### Congestion heat map

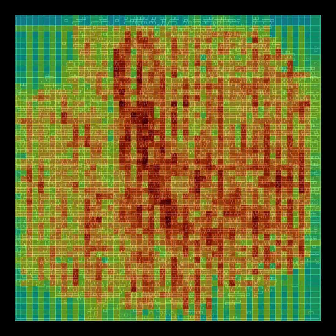
### Sequential cells coloured by netlist name

The bar under the picture is 100 um long. Other sequential cells in the stronger grey, the rest of the logic in the fainter grey.
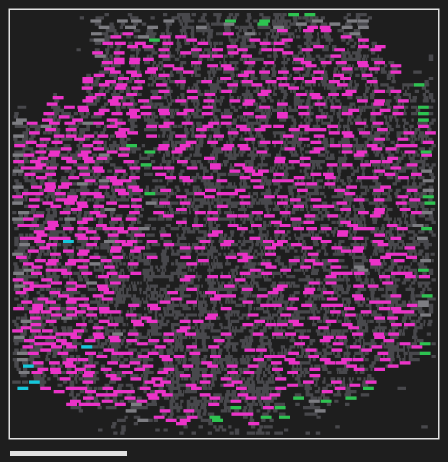
### Placed cells, one colour a class

The bar under the picture is 100 um long.
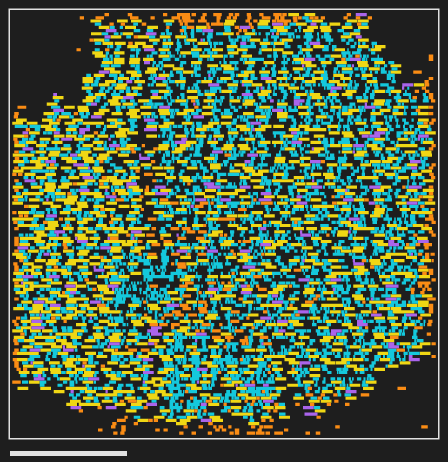
### Wiring by layer

The bar under the picture is 100 um long. Only two layers are drawn.
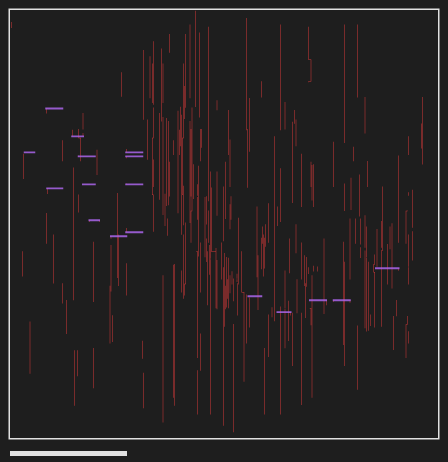
## config.mk

```make
export PLATFORM = sky130hd
export DESIGN_NAME = alu_rs
export DESIGN_NICKNAME = d
export VERILOG_FILES = /design/src/rtl/alu_rs.sv
export SDC_FILE = /design/constraint.sdc
export NUM_CORES = 2
export LEC_CHECK = 0
export CAP_MARGIN = 20
export CORE_MARGIN = 1.5
export CORE_UTILIZATION = 45
export DETAILED_ROUTE_END_ITERATION = 12
export GPL_ROUTABILITY_DRIVEN = 0
export SYNTH_ARGS = -nofsm -noshare
export SYNTH_HDL_FRONTEND = slang
export SYNTH_SLANG_ARGS = --single-unit
```

## constraint.sdc

```tcl
create_clock -name clk -period 5.7 [get_ports clk]
set_clock_uncertainty 0.2 [all_clocks]
set_input_delay 1.14 -clock clk [delete_from_list [all_inputs] [get_ports clk]]
set_output_delay 1.14 -clock clk [all_outputs]
set_load 0.05 [all_outputs]
```

## src/rtl/alu_rs.sv

```systemverilog
// Reservation station feeding the ALU: holds ops until both operands are ready, wakes
// them from the two result buses, issues one per cycle, and squashes or updates on branch resolution.
module alu_rs #(
   parameter int ENTRIES = 8,
   parameter int DATA_W  = 32,
   parameter int TAG_W   = 4,
   parameter int OP_W    = 5,
   parameter int ADDR_W  = 32,
   parameter int BTAG_W  = 4
) (
   input  logic              clk,
   input  logic              rstn,
   input  logic              dispEn,
   input  logic [OP_W-1:0]   dispOpCode,
   input  logic              dispRdyO,
   input  logic              dispRdyT,
   input  logic [DATA_W-1:0] dispOperandO,
   input  logic [DATA_W-1:0] dispOperandT,
   input  logic [TAG_W-1:0]  dispTagO,
   input  logic [TAG_W-1:0]  dispTagT,
   input  logic [TAG_W-1:0]  dispWrtTag,
   input  logic [ADDR_W-1:0] dispAddr,
   input  logic [BTAG_W-1:0] dispBranchTag,
   output logic              rsFull,
   input  logic              cdbAEn,
   input  logic [TAG_W-1:0]  cdbATag,
   input  logic [DATA_W-1:0] cdbAData,
   input  logic              cdbBEn,
   input  logic [TAG_W-1:0]  cdbBTag,
   input  logic [DATA_W-1:0] cdbBData,
   input  logic              misTaken,
   input  logic              bFreeEn,
   input  logic [1:0]        bFreeNum,
   output logic              ALUworkEn,
   output logic [DATA_W-1:0] operandO,
   output logic [DATA_W-1:0] operandT,
   output logic [TAG_W-1:0]  wrtTag,
   output logic [OP_W-1:0]   opCode,
   output logic [ADDR_W-1:0] instAddr,
   output logic [BTAG_W-1:0] instBranchTag
);

   localparam int IDX_W = $clog2(ENTRIES);

   typedef struct packed {
      logic              valid;
      logic [OP_W-1:0]   op;
      logic [DATA_W-1:0] vo;
      logic              rdyo;
      logic [TAG_W-1:0]  qo;
      logic [DATA_W-1:0] vt;
      logic              rdyt;
      logic [TAG_W-1:0]  qt;
      logic [TAG_W-1:0]  wtag;
      logic [ADDR_W-1:0] addr;
      logic [BTAG_W-1:0] btag;
   } ent_t;

   ent_t ent_q [ENTRIES];
   ent_t ent_d [ENTRIES];
   ent_t new_ent;
   ent_t iss_ent;

   logic [ENTRIES-1:0] valid_vec;
   logic [ENTRIES-1:0] ready_vec;
   logic [IDX_W-1:0]   iss_idx;
   logic [IDX_W-1:0]   free_idx;
   logic               iss_any;
   logic               iss_live;
   logic               full;
   logic               disp_ok;
   logic               bfree_ok;

   logic              work_d;
   logic [DATA_W-1:0] opo_d;
   logic [DATA_W-1:0] opt_d;
   logic [TAG_W-1:0]  wtag_d;
   logic [OP_W-1:0]   op_d;
   logic [ADDR_W-1:0] addr_d;
   logic [BTAG_W-1:0] btag_d;

   always_comb begin
      valid_vec = '0;
      ready_vec = '0;
      for (int i = 0; i < ENTRIES; i++) begin
         valid_vec[i] = ent_q[i].valid;
         ready_vec[i] = ent_q[i].valid & ent_q[i].rdyo & ent_q[i].rdyt;
      end
   end

   // descending scan so the lowest index wins both searches
   always_comb begin
      iss_any  = 1'b0;
      iss_idx  = '0;
      free_idx = '0;
      for (int i = ENTRIES - 1; i >= 0; i--) begin
         if (ready_vec[i]) begin
            iss_any = 1'b1;
            iss_idx = IDX_W'(i);
         end
         if (!valid_vec[i]) free_idx = IDX_W'(i);
      end
   end

   assign full     = &valid_vec;
   assign rsFull   = full;
   assign bfree_ok = bFreeEn & ~misTaken;
   assign disp_ok  = dispEn & ~full & ~(misTaken & dispBranchTag[bFreeNum]);

   always_comb begin
      new_ent       = '0;
      new_ent.valid = 1'b1;
      new_ent.op    = dispOpCode;
      new_ent.qo    = dispTagO;
      new_ent.qt    = dispTagT;
      new_ent.wtag  = dispWrtTag;
      new_ent.addr  = dispAddr;
      new_ent.btag  = dispBranchTag;
      new_ent.rdyo  = 1'b1;
      new_ent.rdyt  = 1'b1;
      if (dispRdyO)                           new_ent.vo = dispOperandO;
      else if (cdbAEn && dispTagO == cdbATag) new_ent.vo = cdbAData;
      else if (cdbBEn && dispTagO == cdbBTag) new_ent.vo = cdbBData;
      else                                    new_ent.rdyo = 1'b0;
      if (dispRdyT)                           new_ent.vt = dispOperandT;
      else if (cdbAEn && dispTagT == cdbATag) new_ent.vt = cdbAData;
      else if (cdbBEn && dispTagT == cdbBTag) new_ent.vt = cdbBData;
      else                                    new_ent.rdyt = 1'b0;
      if (bfree_ok) new_ent.btag[bFreeNum] = 1'b0;
   end

   always_comb begin
      for (int i = 0; i < ENTRIES; i++) begin
         ent_d[i] = ent_q[i];
         if (ent_q[i].valid) begin
            if (!ent_q[i].rdyo) begin
               if (cdbAEn && ent_q[i].qo == cdbATag) begin
                  ent_d[i].vo   = cdbAData;
                  ent_d[i].rdyo = 1'b1;
               end else if (cdbBEn && ent_q[i].qo == cdbBTag) begin
                  ent_d[i].vo   = cdbBData;
                  ent_d[i].rdyo = 1'b1;
               end
            end
            if (!ent_q[i].rdyt) begin
               if (cdbAEn && ent_q[i].qt == cdbATag) begin
                  ent_d[i].vt   = cdbAData;
                  ent_d[i].rdyt = 1'b1;
               end else if (cdbBEn && ent_q[i].qt == cdbBTag) begin
                  ent_d[i].vt   = cdbBData;
                  ent_d[i].rdyt = 1'b1;
               end
            end
            if (misTaken && ent_q[i].btag[bFreeNum]) ent_d[i].valid = 1'b0;
            else if (bfree_ok)                      ent_d[i].btag[bFreeNum] = 1'b0;
         end
      end
      if (iss_any) ent_d[iss_idx].valid = 1'b0;
      if (disp_ok) ent_d[free_idx] = new_ent;
   end

   // a squashed pick still frees its slot but never reaches the output regs
   always_comb begin
      iss_ent  = ent_q[iss_idx];
      iss_live = iss_any & ~(misTaken & iss_ent.btag[bFreeNum]);
      work_d   = iss_live;
      opo_d    = operandO;
      opt_d    = operandT;
      wtag_d   = wrtTag;
      op_d     = opCode;
      addr_d   = instAddr;
      btag_d   = instBranchTag;
      if (iss_live) begin
         opo_d  = iss_ent.vo;
         opt_d  = iss_ent.vt;
         wtag_d = iss_ent.wtag;
         op_d   = iss_ent.op;
         addr_d = iss_ent.addr;
         btag_d = iss_ent.btag;
      end
      if (bfree_ok) btag_d[bFreeNum] = 1'b0;
   end

   always_ff @(posedge clk or negedge rstn) begin
      if (!rstn) begin
         for (int i = 0; i < ENTRIES; i++) ent_q[i] <= '0;
         ALUworkEn     <= 1'b0;
         operandO      <= '0;
         operandT      <= '0;
         wrtTag        <= '0;
         opCode        <= '0;
         instAddr      <= '0;
         instBranchTag <= '0;
      end else begin
         for (int i = 0; i < ENTRIES; i++) ent_q[i] <= ent_d[i];
         ALUworkEn     <= work_d;
         operandO      <= opo_d;
         operandT      <= opt_d;
         wrtTag        <= wtag_d;
         opCode        <= op_d;
         instAddr      <= addr_d;
         instBranchTag <= btag_d;
      end
   end

endmodule

```

==> results.rst <==
Metrics
=======

.. list-table::
   :header-rows: 1

   * - Metric
     - Value
   * - Cell count listed in synth_stat.txt
     - 5,672
   * - Width of the chip
     - 364 um
   * - Number of I/O pins
     - 311
   * - Multiplexer area fraction after synthesis
     - 22.0%
   * - Area leader share
     - 45.6%
   * - Final non-filler cell total
     - 7,500
   * - Mapped Avg Cell Area
     - 10.4 sq um
   * - Outcome
     - complete, no violations
   * - Initial cell density of the core
     - 45.4%
   * - Top cell types by occurrence after synthesis
     - 1,070 x sky130_fd_sc_hd__dfrtp_1, 673 x sky130_fd_sc_hd__mux2i_1, 654 x sky130_fd_sc_hd__o21ai_0
   * - DRC violation total after the first TritonRoute iteration
     - 4,995
   * - Number of antenna violations at the first check in global routing
     - 18
   * - Worst path arrival time
     - 3500 ps
   * - Mapped Area
     - 0.0587 sq mm
   * - HPWL reported at the end of detailed placement
     - 118,000 um
   * - Area growth from synthesis to layout
     - 15.5%
   * - Post-synthesis chip area from yosys
     - 0.0587 sq mm
   * - Min-Delay Path Class
     - input pin to async pin
   * - Relative slew slack
     - 21.8%
   * - Number of flip-flops and latches in the synthesized netlist
     - 1,070
   * - Number of gates resized after CTS
     - 0
   * - Synth async-reset ratio
     - 100%
   * - Global route overflow
     - 0
   * - Tool Warnings
     - 44
   * - Leading area contributor after synthesis
     - sky130_fd_sc_hd__dfrtp_1
   * - Slew Viols, Final
     - 0
   * - Yosys cell types
     - 59
   * - Count of library flops with an enable pin
     - 0
   * - Net count entering floorplan
     - 5,872
   * - Inserted Clock Buffers
     - 120
   * - Commonest non-fill, non-tap cells in the layout
     - 1,070 x sky130_fd_sc_hd__dfrtp_1, 673 x sky130_fd_sc_hd__mux2i_1, 654 x sky130_fd_sc_hd__o21ai_0, 578 x sky130_fd_sc_hd__nand2_1, 491 x sky130_fd_sc_hd__o211ai_1
   * - Maximum clock frequency
     - 207 MHz
   * - Synthesis Warnings
     - 0
   * - Die boundary height
     - 364 um
About 'Congestion heat map':
GRT met1 Usage: 42.2%
met2 track demand over resource in global routing: 48.2%
routing layer with the top usage in global route: met2
routed length per instance: 28.0 um

About 'Sequential cells coloured by netlist name':
[magenta] ent_q | flops: 960 | where: all over the die
[cyan] opCode | flops: 5 | where: bottom left
[green] operandT | flops: 32 | where: all over the die
not coloured: 73
post-layout util: 52.4%
sequential cell area share: 39.5%
total area of sequential cells: 0.0268 sq mm
Seq group: 11,000 uW

About 'Placed cells, one colour a class':
[yellow] flip-flops | cells: 1,070 | share of their area: 41%
[orange] other buffers and delay cells | cells: 482 | share of their area: 7.9%
[purple] clock drivers and dummy loads | cells: 225 | share of their area: 6.2%
[cyan] all other logic | cells: 3,980 | share of their area: 45%
cell area after layout: 0.0679 sq mm
standard-cell row count: 132

About 'Wiring by layer':
[purple] met5 | wire length: 213 um
[red] met4 | wire length: 8,870 um
WL final: 210,000 um
vias post-DR: 48.1k
total global routing track utilization: 31.2%

[worst max-delay path: cells and delay by family, from the launching register on]
family        cells  cell delay (ps)
simple gates      3             1050
buf+inv           1              930
flops             1              730
[flip-flops by register name (all words and copies together), names as in the netlist]
name and count:
operandT 32, opCode 5, operandO 32, instBranchTag 4
ALUworkEn 1, instAddr 32, wrtTag 4, ent_q 960
[cell type report]
cell class	count	area (sq um)
fill	11700	61600
multi-input combinational	3932	29500
sequential	1070	26800
timing repair buffer	482	5190
clock buffer	189	3580
tap	1742	2180
clock inverter	36	458
inverter	48	180
antenna	1	2.50
[stage by stage]
step	setup slack (ps)	hold WS, ps
finish	860	242
global route	776	280
CTS	786	218
detailed placement	848	292
global placement	939	286
floorplan	2090	279
[worst paths after layout]
path	cells after the start	slack, ps	end	start
setup / recovery	4	860	rsFull	ent_q[959]
hold / removal	1	240	ent_q[209]	rstn
setup reg to reg	9	1510	instAddr[12]	ent_q[959]
hold reg to reg	1	300	ent_q[250]	ent_q[250]
max in group asynchronous	2	3750	ent_q[705]	rstn
min in group clk	1	300	ent_q[250]	ent_q[250]
[layer usage]
metal | up-vias | part of all wire, % | global-route usage (%)
met5 | - | 0.10 | 0
met3 | 506 | 9.3 | 7.25
met2 | 2241 | 45 | 48.2
met4 | 34 | 4.2 | 12.8
li1 | 20900 | - | -
met1 | 24500 | 42 | 42.2
[report_power, final]
part           total, uW  leakage (uW)  internal (uW)  switching (uW)
sequential         11000        0.0140           9730            1270
combinational      12400        0.0111           5510            6880
clock               8020       0.00198           4660            3360
total              31400        0.0271          19900           11500
[kinds of logic after synthesis]
kind of cell	count (synthesis)
AOI/OAI and AO/OA	1766
muxes	1181
DFF	1070
and+or+nand+nor	841
buffers and inverters	670
xor gates and xnor gates	144
No activity file was given, so power comes from the tool's default toggle rates.
